File: config.mk
export PLATFORM = sky130hd
export DESIGN_NAME = tap_stream_ctrl
export DESIGN_NICKNAME = d
export VERILOG_FILES = /design/src/rtl/tap_stream_pkg.sv /design/src/rtl/tap_ring_buf.sv /design/src/rtl/tap_stream_ctrl.sv
export SDC_FILE = /design/constraint.sdc
export NUM_CORES = 2
export LEC_CHECK = 0
export CORE_MARGIN = 2
export CORE_UTILIZATION = 40
export DETAILED_ROUTE_END_ITERATION = 10
export SLEW_MARGIN = 5
export SYNTH_ARGS = -nofsm -noshare
export SYNTH_HDL_FRONTEND = slang
export SYNTH_SLANG_ARGS = --single-unit
File: constraint.sdc
create_clock -name clock -period 9.45 [get_ports clock]
set_clock_uncertainty 0.2 [all_clocks]
set_input_delay 1.89 -clock clock [delete_from_list [all_inputs] [get_ports clock]]
set_output_delay 1.89 -clock clock [all_outputs]
set_load 0.01 [all_outputs]
File: src/rtl/tap_stream_pkg.sv
// Shared types and elaboration-time helpers for the tap history streamer.
package tap_stream_pkg;

  typedef enum logic {
    IDLE   = 1'b0,
    STREAM = 1'b1
  } state_t;

  function automatic int ncyc(input int depth, input int fold);
    return (fold != 0) ? (depth + 1) / 2 : depth;
  endfunction

  function automatic int clog2_min1(input int v);
    return (v <= 2) ? 1 : $clog2(v);
  endfunction

endpackage

File: src/rtl/tap_ring_buf.sv
// DEPTH-entry sample ring with an internal write pointer and two
// asynchronous read ports addressed as an offset back from the newest sample.
module tap_ring_buf
  import tap_stream_pkg::*;
#(
  parameter int DATA_W = 14,
  parameter int DEPTH  = 119,
  localparam int PW    = clog2_min1(DEPTH)
) (
  input  logic              clock,
  input  logic              reset,
  input  logic              i_wr_en,
  input  logic [DATA_W-1:0] i_wr_data,
  input  logic [PW-1:0]     i_off_a,
  input  logic [PW-1:0]     i_off_b,
  output logic [DATA_W-1:0] o_rd_a,
  output logic [DATA_W-1:0] o_rd_b
);

  logic [DATA_W-1:0] r_mem [DEPTH];
  logic [PW-1:0]     r_wr_ptr;
  logic [PW-1:0]     w_newest;
  logic [PW-1:0]     w_addr_a;
  logic [PW-1:0]     w_addr_b;

  // Modulo subtraction without a divider: wrap by adding DEPTH once.
  function automatic logic [PW-1:0] back_addr(input logic [PW-1:0] newest,
                                               input logic [PW-1:0] off);
    logic [PW:0] sum;
    sum = {1'b0, newest} - {1'b0, off};
    if (newest < off) sum = sum + (PW+1)'(DEPTH);
    return sum[PW-1:0];
  endfunction

  assign w_newest = (r_wr_ptr == '0) ? PW'(DEPTH - 1) : r_wr_ptr - PW'(1);
  assign w_addr_a = back_addr(w_newest, i_off_a);
  assign w_addr_b = back_addr(w_newest, i_off_b);
  assign o_rd_a   = r_mem[w_addr_a];
  assign o_rd_b   = r_mem[w_addr_b];

  always_ff @(posedge clock) begin
    if (reset) begin
      r_wr_ptr <= '0;
      for (int i = 0; i < DEPTH; i++) r_mem[i] <= '0;
    end else if (i_wr_en) begin
      r_mem[r_wr_ptr] <= i_wr_data;
      r_wr_ptr        <= (r_wr_ptr == PW'(DEPTH - 1)) ? '0 : r_wr_ptr + PW'(1);
    end
  end

endmodule

File: src/rtl/tap_stream_ctrl.sv
// Streams the last DEPTH samples, one tap (or symmetric pair) per enabled
// cycle, for each accepted input sample.
module tap_stream_ctrl
  import tap_stream_pkg::*;
#(
  parameter int DATA_W = 14,
  parameter int DEPTH  = 119,
  parameter int FOLD   = 0,
  localparam int NCYC  = ncyc(DEPTH, FOLD),
  localparam int IW    = clog2_min1(NCYC),
  localparam int PW    = clog2_min1(DEPTH)
) (
  input  logic                     clock,
  input  logic                     reset,
  input  logic                     clk_enable,
  input  logic                     in_valid,
  output logic                     in_ready,
  input  logic signed [DATA_W-1:0] in_data,
  output logic                     tap_valid,
  output logic [IW-1:0]            tap_idx,
  output logic signed [DATA_W-1:0] tap_a,
  output logic signed [DATA_W-1:0] tap_b,
  output logic                     frame_start,
  output logic                     frame_last,
  output logic                     busy
);

  localparam logic [IW-1:0] LAST_IDX = IW'(NCYC - 1);
  localparam bit            ODD_FOLD = (FOLD != 0) && ((DEPTH % 2) == 1);

  state_t                   r_state;
  logic                     r_in_ready;
  logic                     r_tap_valid;
  logic                     r_start;
  logic                     r_last;
  logic                     r_busy;
  logic [IW-1:0]            r_idx;
  logic signed [DATA_W-1:0] r_a;
  logic signed [DATA_W-1:0] r_b;

  logic                     w_accept;
  logic [IW-1:0]            w_next_idx;
  logic [PW-1:0]            w_idx_ext;
  logic [PW-1:0]            w_off_a;
  logic [PW-1:0]            w_off_b;
  logic [DATA_W-1:0]        w_rd_a;
  logic [DATA_W-1:0]        w_rd_b;
  logic [DATA_W-1:0]        w_b_first;
  logic [DATA_W-1:0]        w_b_stream;

  assign w_accept   = in_valid & r_in_ready & clk_enable;
  assign w_next_idx = r_idx + IW'(1);
  assign w_idx_ext  = PW'(r_idx);

  // Reads happen one cycle ahead of the registered tap; on an accept edge
  // the new sample is not yet in the ring, so port b looks one slot nearer.
  assign w_off_a = w_idx_ext + PW'(1);
  assign w_off_b = PW'(DEPTH - 2) - (w_accept ? '0 : w_idx_ext);

  assign w_b_first  = (FOLD == 0) ? '0 : w_rd_b;
  assign w_b_stream = ((FOLD == 0) || (ODD_FOLD && (w_next_idx == LAST_IDX))) ? '0 : w_rd_b;

  tap_ring_buf #(
    .DATA_W (DATA_W),
    .DEPTH  (DEPTH)
  ) u_ring (
    .clock     (clock),
    .reset     (reset),
    .i_wr_en   (w_accept),
    .i_wr_data (in_data),
    .i_off_a   (w_off_a),
    .i_off_b   (w_off_b),
    .o_rd_a    (w_rd_a),
    .o_rd_b    (w_rd_b)
  );

  always_ff @(posedge clock) begin
    if (reset) begin
      r_state     <= IDLE;
      r_in_ready  <= 1'b0;
      r_tap_valid <= 1'b0;
      r_start     <= 1'b0;
      r_last      <= 1'b0;
      r_busy      <= 1'b0;
      r_idx       <= '0;
      r_a         <= '0;
      r_b         <= '0;
    end else if (clk_enable) begin
      if (w_accept) begin
        r_state     <= STREAM;
        r_tap_valid <= 1'b1;
        r_start     <= 1'b1;
        r_last      <= (LAST_IDX == '0);
        r_busy      <= 1'b1;
        r_idx       <= '0;
        r_a         <= in_data;
        r_b         <= w_b_first;
        r_in_ready  <= (LAST_IDX == '0);
      end else if ((r_state == STREAM) && !r_last) begin
        r_idx       <= w_next_idx;
        r_start     <= 1'b0;
        r_last      <= (w_next_idx == LAST_IDX);
        r_a         <= w_rd_a;
        r_b         <= w_b_stream;
        r_in_ready  <= (w_next_idx == LAST_IDX);
      end else begin
        r_state     <= IDLE;
        r_tap_valid <= 1'b0;
        r_start     <= 1'b0;
        r_last      <= 1'b0;
        r_busy      <= 1'b0;
        r_idx       <= '0;
        r_a         <= '0;
        r_b         <= '0;
        r_in_ready  <= 1'b1;
      end
    end
  end

  assign in_ready    = r_in_ready;
  assign tap_valid   = r_tap_valid;
  assign tap_idx     = r_idx;
  assign tap_a       = r_a;
  assign tap_b       = r_b;
  assign frame_start = r_start;
  assign frame_last  = r_last;
  assign busy        = r_busy;

endmodule

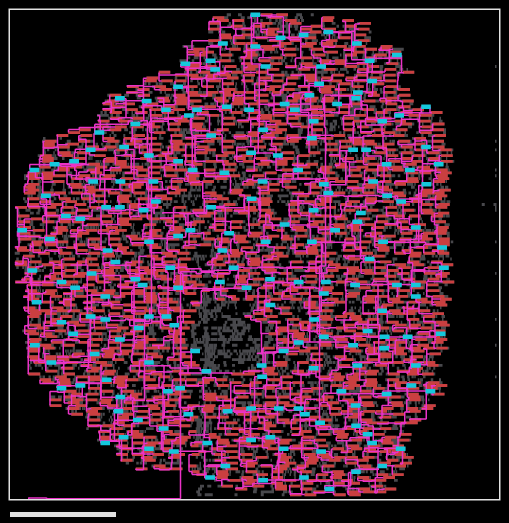
(images/clock_wires.png)
Bar = 100 um.
magenta -> clock wires  # length 22.8 mm
red -> flip-flops  # count 1824
cyan -> clock-net drivers  # count 191
flops lie = widely spread
routed clock nets = 192
clock network fraction of total power: 38.7%
Late-Pin Clk Latency: 0.86 ns
clock network power: 0.00742 W

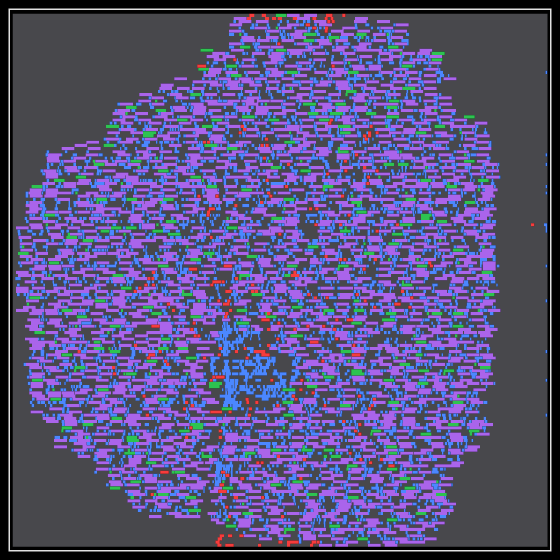
(images/class_map.png)
Fill, decap, tap and diode cells in grey.
blue -> remaining logic cells  # cells 4746, share of their area 30%
purple -> sequential cells  # cells 1824, share of their area 61%
red -> remaining buffers and delay cells  # cells 238, share of their area 2.3%
green -> clock drivers and dummy loads  # cells 339, share of their area 6.7%

==> Changelog: implementation <==
## Flow update

* Result of the run: complete, no violations
* Number of remaining DRC errors at 0
* Post-CTS Hold Buffers at 0
* Sequential-to-total area share from yosys stat at 64.7%
* Setup repair after global routing missed its margin: false
* CP dominant cell by count: ha_1
* Category of the critical setup timing path: flip-flop to flip-flop
* CTS Buf Count at 191
* Yosys stat area at 84200 sq um
* Count of maximum capacitance violations at 0
* Resized Gates After CTS at 0
* Global routing usage summed across all routing layers at 25.9%
* Highest Clock Rate at ~0.14 GHz
* Number of cells in Yosys stat at 7203
* Overall Power at 0.0192 W
* Ratio of routed vias to standard cells at 5.83
* Max-slew violation count at 0
* Most used flip-flop cell after synthesis: edfxtp_1
* Detailed Route WL at 285000 um
* Cell leakage power at 32.5 nW
* Cell area after synthesis at 84200 sq um
* Vias in the first global route at between 50k and 60k
* Multi-input gate area at ~27000 sq um
* Relative slew slack at 12.2%
* Number of library cell types mapped by synthesis at 81
* Flops & latches, synth at 1824
* Total Neg Setup Slack at 0 ns
* Final Setup Violations at 0
* Crit path max-delay family: AND-OR/OR-AND gates
* Highest-count cells in the layout ignoring fill and taps: edfxtp_1, and2_1, nand2_1
* Count of fill cells added during filler insertion at between 15k and 20k
* Post-route clock period utilization at 76.7%
* Worst Setup Start Kind: flip-flop
* Hold_sp: frame_start
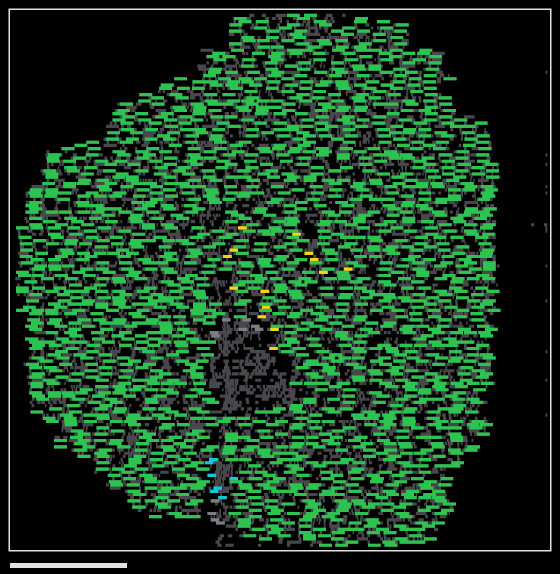
(images/ff_map.png)
Bar = 100 um. Other sequential cells in the stronger grey, the rest of the logic in the fainter grey.
yellow -> tap_a  # placed flops 14, where centre
green -> u_ring.r_mem  # placed flops 1792, where widely spread
cyan -> tap_idx  # placed flops 7
flip-flop and latch share of the layout cell area: 58.3%
Seq. pwr: 0.00932 W
Flop area: 54500 sq um
core utilization of the finished layout: 44.6%

through the flow:
step                      hold WS, ns  worst slack (ns)  instance area, sq um  utilization, %  instances
after global routing            0.366              1.89                 93300            44.6       9953
final                           0.312              2.20                 93400            44.6       9955
after CTS                       0.327              2.41                 93300            44.6       9952
after global placement          0.306              2.38                 87300            41.7       9613
after detailed placement        0.314              2.43                 87300            41.7       9613
after floorplan                 0.332              4.67                 84300               -       7216
cell families after synthesis:
group	count (synthesis)	share of synthesized area (%)
compound gates	666	5.72
mux	184	2.19
fa+ha+maj	16	0.247
flops	1824	64.7
buf+inv	662	3.23
simple gates	3827	23.7
other cells	1	0.00445
xor+xnor	23	0.257
cells in the mapped netlist, types with 40 or more instances:
cell type  instances  share of area, %
or2_2            132              0.98
nand4_1          108              0.80
nand2_1         1176               5.2
clkbuf_1         462               2.1
buf_1             40              0.18
edfxtp_1        1792                64
mux2i_1          181               2.2
o22ai_1           96              0.71
nand3_1          378               2.2
a21oi_1           93              0.55
and2_1          1666                12
buf_2            121              0.72
a32oi_1          156               1.6
a31oi_1          101              0.75
nor2_1           223              0.99
layout make-up:
type	count	area share (%)
Sequential cell	1824	58.3
Multi-Input combinational cell	4730	29.2
Clock buffer	250	5.38
Tap cell	2805	3.76
Timing Repair Buffer	238	2.18
Clock inverter	89	1.07
Inverter	16	0.0643
Antenna cell	3	0.00804
per-layer routing:
metal / track usage (%) / wire length (um)
met1: 35.7 / 114000
met2: 39.3 / 127000
met3: 4.91 / 27800
met4: 12.5 / 15800
met5: 0 / 16
state kept, by name, summed over array words and instances, names as in the netlist:
| name | flops |
|---|---|
| tap_a | 14 |
| u_ring.r_wr_ptr | 7 |
| tap_idx | 7 |
| u_ring.r_mem | 1792 |
| frame_start | 1 |
| in_ready | 1 |
| busy | 1 |
| frame_last | 1 |
worst min-delay path, delay by kind of cell, from the launching register on:
kind               cells  cell delay, ns
and+or+nand+nor        1            0.07
DFF                    1            0.34
AOI/OAI and AO/OA      1            0.07
power by group:
part,internal (W),switching (W),total (W)
sequential,0.00921,0.000109,0.00932
combinational,0.000564,0.00186,0.00243
clock,0.00412,0.00330,0.00742
worst paths after layout:
kind / endpoint / cells after the start
min reg2reg: frame_start / 2
max: tap_a[7] / 17
max reg2reg: tap_a[7] / 17
min: frame_start / 2
No activity file was given, so power comes from the tool's default toggle rates.
